`src/rtl/mem_access_ctrl.sv`:
```
// mem_access_ctrl: MEM-stage load/store to req/ack data-memory bridge with pipeline stall; MEM_TIMEOUT_EN adds REQ abort after TIMEOUT cycles
module mem_access_ctrl #(
  parameter int ADDR_W  = 32,
  parameter int DATA_W  = 32,
  parameter int TIMEOUT = 16
) (
  input  logic              clk,
  input  logic              rst,
  input  logic              in_valid,
  input  logic              mem_read,
  input  logic              mem_write,
  input  logic [ADDR_W-1:0] addr,
  input  logic [DATA_W-1:0] wdata,
  output logic              stall,
  output logic [DATA_W-1:0] rdata,
  output logic              rdata_valid,
  output logic              align_err,
  output logic              mem_err,
  output logic              dmem_req,
  output logic              dmem_we,
  output logic [ADDR_W-1:0] dmem_addr,
  output logic [DATA_W-1:0] dmem_wdata,
  input  logic [DATA_W-1:0] dmem_rdata,
  input  logic              dmem_ack
);
  typedef enum logic [1:0] {IDLE, REQ, DONE} state_t;
  state_t state;
  logic mem_op, aligned, accept, expire;
  assign mem_op  = in_valid & (mem_read | mem_write);
  assign aligned = addr[1:0] == 2'b00;
  assign accept  = state == IDLE && mem_op && aligned;
  // accept-cycle stall must be combinational so EX/MEM holds the instruction this edge
  assign stall   = accept || state == REQ;
`ifdef MEM_TIMEOUT_EN
  localparam int CW = $clog2(TIMEOUT + 1);
  logic [CW-1:0] cnt;
  assign expire = !dmem_ack && cnt == CW'(TIMEOUT - 1);
  always_ff @(posedge clk)
    cnt <= (rst || state != REQ) ? '0 : cnt + 1'b1;
`else
  assign expire = 1'b0;
`endif
  always_ff @(posedge clk) begin
    if (rst) begin
      state       <= IDLE;
      dmem_req    <= 1'b0;
      dmem_we     <= 1'b0;
      dmem_addr   <= '0;
      dmem_wdata  <= '0;
      rdata       <= '0;
      rdata_valid <= 1'b0;
      align_err   <= 1'b0;
      mem_err     <= 1'b0;
    end else begin
      align_err   <= state == IDLE && mem_op && !aligned;
      rdata_valid <= 1'b0;
      mem_err     <= 1'b0;
      case (state)
        IDLE: if (accept) begin
          state      <= REQ;
          dmem_req   <= 1'b1;
          dmem_we    <= mem_write;
          dmem_addr  <= addr;
          dmem_wdata <= wdata;
        end
        REQ: if (dmem_ack) begin
          state    <= DONE;
          dmem_req <= 1'b0;
          if (!dmem_we) begin
            rdata       <= dmem_rdata;
            rdata_valid <= 1'b1;
          end
        end else if (expire) begin
          state    <= DONE;
          dmem_req <= 1'b0;
          mem_err  <= 1'b1;
        end
        default: state <= IDLE;
      endcase
    end
  end
endmodule

```
`config.mk`:
```
export PLATFORM = sky130hd
export DESIGN_NAME = mem_access_ctrl
export DESIGN_NICKNAME = d
export VERILOG_FILES = /design/src/rtl/mem_access_ctrl.sv
export SDC_FILE = /design/constraint.sdc
export NUM_CORES = 1
export LEC_CHECK = 0
export ABC_AREA = 1
export CORE_ASPECT_RATIO = 1.2
export CORE_UTILIZATION = 45
export CTS_BUF_LIST = sky130_fd_sc_hd__clkbuf_8
export DETAILED_ROUTE_END_ITERATION = 7
export GPL_ROUTABILITY_DRIVEN = 0
export PLACE_DENSITY = 0.93
export SYNTH_ARGS = -nofsm -noshare
export SYNTH_HDL_FRONTEND = slang
export SYNTH_SLANG_ARGS = --single-unit
```
`constraint.sdc`:
```
create_clock -name clk -period 2.1 [get_ports clk]
set_input_delay 0.21 -clock clk [delete_from_list [all_inputs] [get_ports clk]]
set_output_delay 0.21 -clock clk [all_outputs]
set_load 0.02 [all_outputs]
```
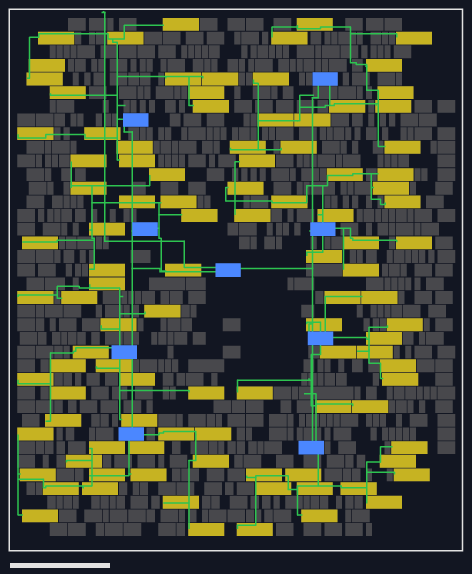
clock_wires.png
The bar under the picture is 20 um long.
Key: clock-net drivers = blue [count 9]; clock wires = green [length 1,120 um]; flip-flops = yellow [count 102]
There are 10 routed clock nets.
insertion delay of the later-clocked pin in the worst-skew pair: 370 ps
total clock network power: 1250 uW
setup skew after layout: 13.3 ps
share of total power in the clock network: 0.312

==> run notes <==
Notes on the physical design

After routing the design area is roughly 0.0065 mm^2. The total of flip-flops plus latches after synthesis is 102. In this run the power density over the cells is between 600 and 700 mW/mm^2. The floorplan report gives the top-level pin count as roughly 200. The critical path class is in2out. The starting density of the core is 0.463. Measured on the final layout, buffering overhead outside the clock network stands at 0.331. The commonest register cell after synthesis is dfxtp_1. The area taken by multi-input combinational cells is reported as 0.00168 mm^2. In this run the standard cell core region covers roughly 0.0090 mm^2. The global route stage reports its total congestion overflow as 0. The source of the worst register-to-register timing path is state[1]$_SDFFE_PP0P_.

The synthesis run shows the most used standard cells to be 133 x nor2_1, 103 x nand2_1, 102 x dfxtp_1, 70 x inv_1, 62 x nand4_1. The post-synthesis cell area is approximately 0.0042 mm^2. The H-tree was split into 3 levels. After detailed routing, no signal wire sits above met4. The yosys-reported design area after synthesis is 0.00418 mm^2.

The number of clock buffers in the layout is 11. Input and output buffers added on the ports amount to approximately 200. Warnings raised by the tools during the run amount to 26. Setup repair after global routing left no endpoint under its margin.

For reference, the placement row count at floorplan is 38. The final wirelength is 12,700 um. A synthesized cell averages 7.08 um^2.

In this run the tightest slew margin relative to its limit is 0.571. The first global-routing pass estimated between 20,000 and 25,000 um of wire. The biggest cell category by area in the final layout is buffers.

The worst path setup slack after routing is about 120 ps. The length of the first detailed-routing pass in iterations is 5. TritonCTS built the clock tree. In this run, the number of DRC markers left after iteration 0 of detailed routing was 266. In the final report, the number of hold violations comes to 0. The count of non-CTS inverters in the layout is about 70. In the CTS report, the clock slew at the register clock pins of the worst setup and hold paths is listed as approximately 90 ps. The slew at the pin closest to its max-slew limit is 644 ps.

The number of warnings reported in the yosys synthesis log is 0. The adder-cell area share of the yosys netlist is 0. The flow reports power dissipated in sequential cells as ~2000 uW. Dividing the detail-routed wire length by the instance count gives between 10 and 15 um. The setup check on the worst reg-to-reg path leaves a slack of between 600 and 700 ps. The clock period minus final worst setup slack is 1980 ps. The post-synth tally of flip-flops with integrated enable is 0. By instance count after routing, the leading logic cell types are 202 x clkdlybuf4s50_1, 130 x nor2_1, 103 x nand2_1. The net count of the finished layout is 872. The type of origin of the critical path is a primary input. The largest power group is registers. Registers take 0.00204 mm^2. Per the layout area report, the sequential fraction of cell area is 0.315. CTS added clock buffers totalling 9. The mux contribution to synthesized area is 0. The post-synthesis cell type count is 17.

The endpoint identified for the worst register-to-register timing path is dmem_addr[29]$_SDFFE_PP0P_. The number of setup buffers added after CTS is 0. The wire length on met2 is about 6500 um.

The category of cells accounting for the largest share of critical-path delay is buffers and inverters. In this run, the synthesized area fraction spent on and/or/nand/nor cells is recorded as 0.356. Looking at the critical path, the single cell with the biggest stage delay is clkdlybuf4s50_1. The flow reports an fmax of around 500 MHz. The number of max-slew violations in the final report is 0. The fraction of power spent switching nets is 0.260. The multi-input combinational gate total is between 300 and 400. The tightest min-delay check is of the in2reg type. The total stage count of the critical path is 6. The clock sink count is slightly above 100. The area added between synthesis and finish is 55.2%. From the final report, the count of setup violators was given as 0.

The count of max-cap constraint violations is 0. The final worst hold slack is approximately 420 ps. Counting instances, the worst hold path has a depth of 3. Per the detail_route report, DRC violations left total 0. The placed instance count is slightly below 900. The floorplan step set the die height to between 100 and 150 um. The minimum setup slack after placement is 102 ps.

The portion of the clock cycle consumed by the worst path in the final layout is 0.943. The power report lists cell-internal power as a little under 3000 uW. In the global route stage, met1 resource usage came out at 0.301.

The final antenna diode tally reported by the flow is 0. The number of buffers and inverters on the critical path is 3. Per STA, the library cell used most along the worst path is clkdlybuf4s50_1. The main area contributors are dfxtp_1 49%, nor2_1 12%, nand4_1 9.3%. The analysis attributes to cell leakage a power of roughly 0.0027 uW.

The clock network area share is 0.0310. Tap insertion was completed with between 100 and 150 tapcells. The flow ran to the end, and the final reports show no timing, DRC or antenna violations.

The launch point of the worst hold path is dmem_rdata[18]. Per the synthesis report, the dominant area consumer among library cells is dfxtp_1. Non-clock buffers in the final layout number between 200 and 250. The delay contributed by the slowest stage of the critical path is about 680 ps. The largest fanout on the critical path is 2.
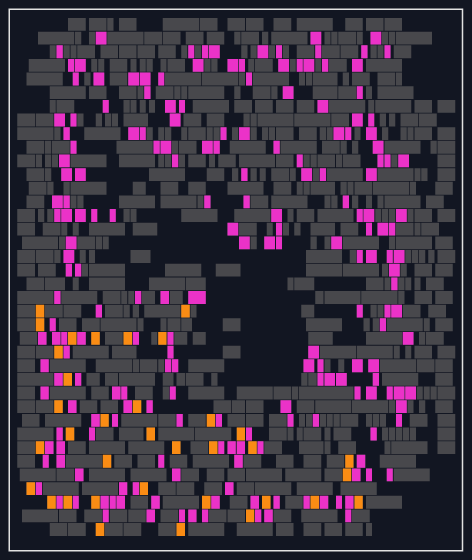
gates.png
Key: nand cells = magenta [cells 199, most used nand2_1, where spread over the die]; aoi and oai cells = orange [cells 35, most used a21oi_1]

Power and IR drop assume default switching activity.
